Design store_retire_buffer, sky130hd; sources not shown.
floorplan.png
Bar = 100 um. Pins as bars on the die edge.
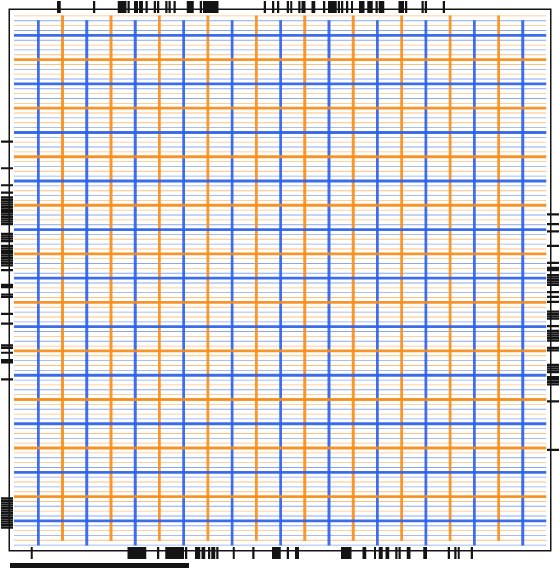
Key: orange = VDD; blue = VSS
110 met1 rails follow the rows. 21 straps on met4. 229 signal pins sit on the boundary.
peak supply drop: 0.0000701 V
Core Footprint: 0.0884 mm2
height of the die: 303 um
horizontal die size: 303 um

class_map.png
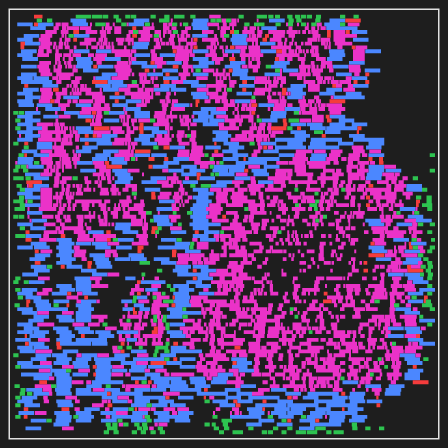
Key: blue = registers [cells 636, share of their area 40%]; magenta = remaining logic cells [cells 2559, share of their area 51%]; red = clock drivers and dummy loads [cells 182, share of their area 3.5%]; green = remaining buffers and delay cells [cells 296, share of their area 6.0%]
fin util: 0.557
sequential share of cell area: 0.386
FP Rows: 109
Final Cell Area: 0.0492 mm2

clock_wires.png
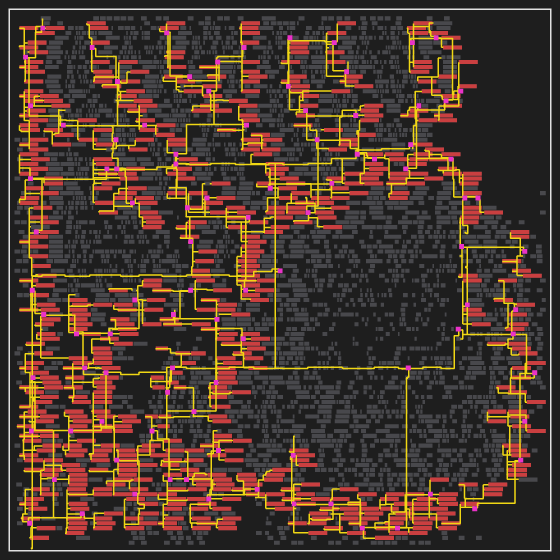
Key: red = flip-flops [count 636]; yellow = clock wires [length 7930 um]; magenta = clock-net drivers [count 96]
Position of the flops: spread over the die. There are 97 routed clock nets.
Clk power: 0.00117 W
clock share of power: 0.387
Fin Clk Skew: 0.0779 ns

==> summary.rpt <==
RUN METRICS
----------------------------------------------------
[Cells and area]
  Number of non-clock inverters ........................ 23
  MI comb cells ........................ 2536
  Dominant logic cell type in the layout ........................ sky130_fd_sc_hd__edfxtp_1
  Top library cells by usage in the layout, fill and taps aside ........................ 624 x sky130_fd_sc_hd__edfxtp_1, 422 x sky130_fd_sc_hd__mux4_2, 364 x sky130_fd_sc_hd__mux2i_1, 328 x sky130_fd_sc_hd__nor2_1, 228 x sky130_fd_sc_hd__clkdlybuf4s50_1
  Non-clock buffering overhead in the final layout ........................ 0.0578
  Post-route non-filler standard cell count ........................ 4852
  Combinational Area ........................ 0.0241 mm2
  Buffers, non-clock ........................ 296
  Area Growth Syn to Fin ........................ 10.4%
  Layout filler cell count ........................ 7254
  NumNets Final ........................ 3732
  Register Area ........................ 0.0190 mm2
  Share of the final layout cell area in multi-input gates ........................ 0.490
  Portion of the layout cell area used by clock cells ........................ 0.0341
  Diode insertion count for antenna repair ........................ 14
  FF+latch count ........................ 636

[GRT]
  Maximum number of pins on one net before global-route repair ........................ 142
  Global routing usage on met1 ........................ 0.421
  Vias in the first global route ........................ 33.0k
  Total gr overflow ........................ 0
  Total global-route track usage ........................ 0.329
  Busiest layer in global routing ........................ met2
  M3 GR Usage ........................ 0.0617
  Global routing met2 resource utilization ........................ 0.519

[Worst setup path]
  Biggest cell delay along the critical path ........................ 0.93 ns
  Worst path slowest cell ........................ sky130_fd_sc_hd__dfxtp_4
  Data arrival at the endpoint of the critical path ........................ 9.34 ns
  Internal reg-to-reg setup slack ........................ 12.64 ns
  Instance count on the critical path ........................ 15
  Cell mode on critical path ........................ sky130_fd_sc_hd__buf_4
  Crit path max-delay family ........................ buffers and inverters
  Count of buffering cells on the critical path with inverters included ........................ 5
  Number of cell instances on the worst register-to-register path ........................ 9
  Category of the most critical setup path ........................ flip-flop to output pin

[Synth]
  Xor/xnor cell area share of the yosys netlist ........................ 0.0425
  Mapped Area ........................ 0.0446 mm2
  Arithmetic-cell share of the synthesized area counting full adders, half adders and majority gates ........................ 0.00382
  Number of cells in the yosys synthesis report ........................ 3507
  Multiplexer fraction of the synthesized cell area ........................ 0.311
  Number of enable flip-flop cells ........................ 624
  Top non-seq family ........................ multiplexers
  Gate count of the mapped netlist ........................ 3507
  Dominant cell by count in the synthesized netlist ........................ sky130_fd_sc_hd__edfxtp_1
  Synth unique cells ........................ 78
  Seq cells post-synth ........................ 636
  Synthesis Warnings ........................ 0
  Yosys aoi share ........................ 0.0885
  Dominant flop cell ........................ sky130_fd_sc_hd__edfxtp_1
  Biggest area cells ........................ sky130_fd_sc_hd__edfxtp_1 42%, sky130_fd_sc_hd__mux4_2 21%, sky130_fd_sc_hd__mux2i_1 8.2%
  Most instantiated cells after synthesis ........................ 624 x sky130_fd_sc_hd__edfxtp_1, 422 x sky130_fd_sc_hd__mux4_2, 364 x sky130_fd_sc_hd__mux2i_1
  Chip area estimate from yosys synthesis ........................ 0.0446 mm2
  Average instance area after synthesis ........................ 12.7 um2

[Route]
  Post-DRT Antenna Nets ........................ 0
  Met2 WL ........................ 70200 um
  Wirelength, routed ........................ 146000 um
  DRC ........................ 0
  Routed length on met1 ........................ 54900 um
  Top layer reached by signal wires ........................ met4
  Routed length on met3 ........................ 14700 um

[Clock network]
  Cts-stage hold buffer count ........................ 0
  Maximum clock insertion buffer count ........................ 3
  Register clock-pin slew on the reported worst setup and hold paths ........................ 0.11 ns
  Root buffer cell ........................ sky130_fd_sc_hd__clkbuf_4

[Place]
  Placed Area ........................ 0.0475 mm2
  Worst-case setup slack after placement ........................ 6.70 ns
  Port bufs ........................ 228
  Cell total after placement ........................ 4656
  Placer Congestion ........................ 1.05
  Post-detailed-placement half-perimeter wirelength ........................ 94400 um

[Final timing]
  Slew of the pin with the lowest slew margin ........................ 1.23 ns
  Worst hold margin ........................ 0.625 ns
  Final setup violation count ........................ 0
  Worst max-slew margin expressed relative to the limit ........................ 0.181
  Clock period minus worst slack ........................ 11.95 ns
  Final setup slack of the worst path ........................ 5.45 ns
  Highest clock rate ........................ 0.0837 GHz
  Final clock period utilization by the worst path ........................ 0.687
  Pins Over Slew Limit ........................ 0
  Hold Violations, Final ........................ 0
  Setup Total Neg Slack ........................ 0 ns

[Run]
  Max-capacitance violation count ........................ 0
  OpenROAD warning count ........................ 36

[Pwr]
  Internal power ........................ 0.00226 W
  Main power group ........................ registers
  Proportion of power drawn by combinational gates ........................ 0.053
  Sw frac ........................ 0.253
  Ratio of total power to cell area ........................ 61.6 mW/mm2
  P_seq ........................ 0.00169 W

[Worst hold path]
  WHS Path Cells ........................ 2
  Path class of the lowest-slack min-delay path ........................ flip-flop to flip-flop

[Run status]
  Outcome ........................ complete, no violations

[Floorplan]
  Tap cell count ........................ 1165

----------------------------------------------------
Power is estimated from default activity; no workload was simulated.
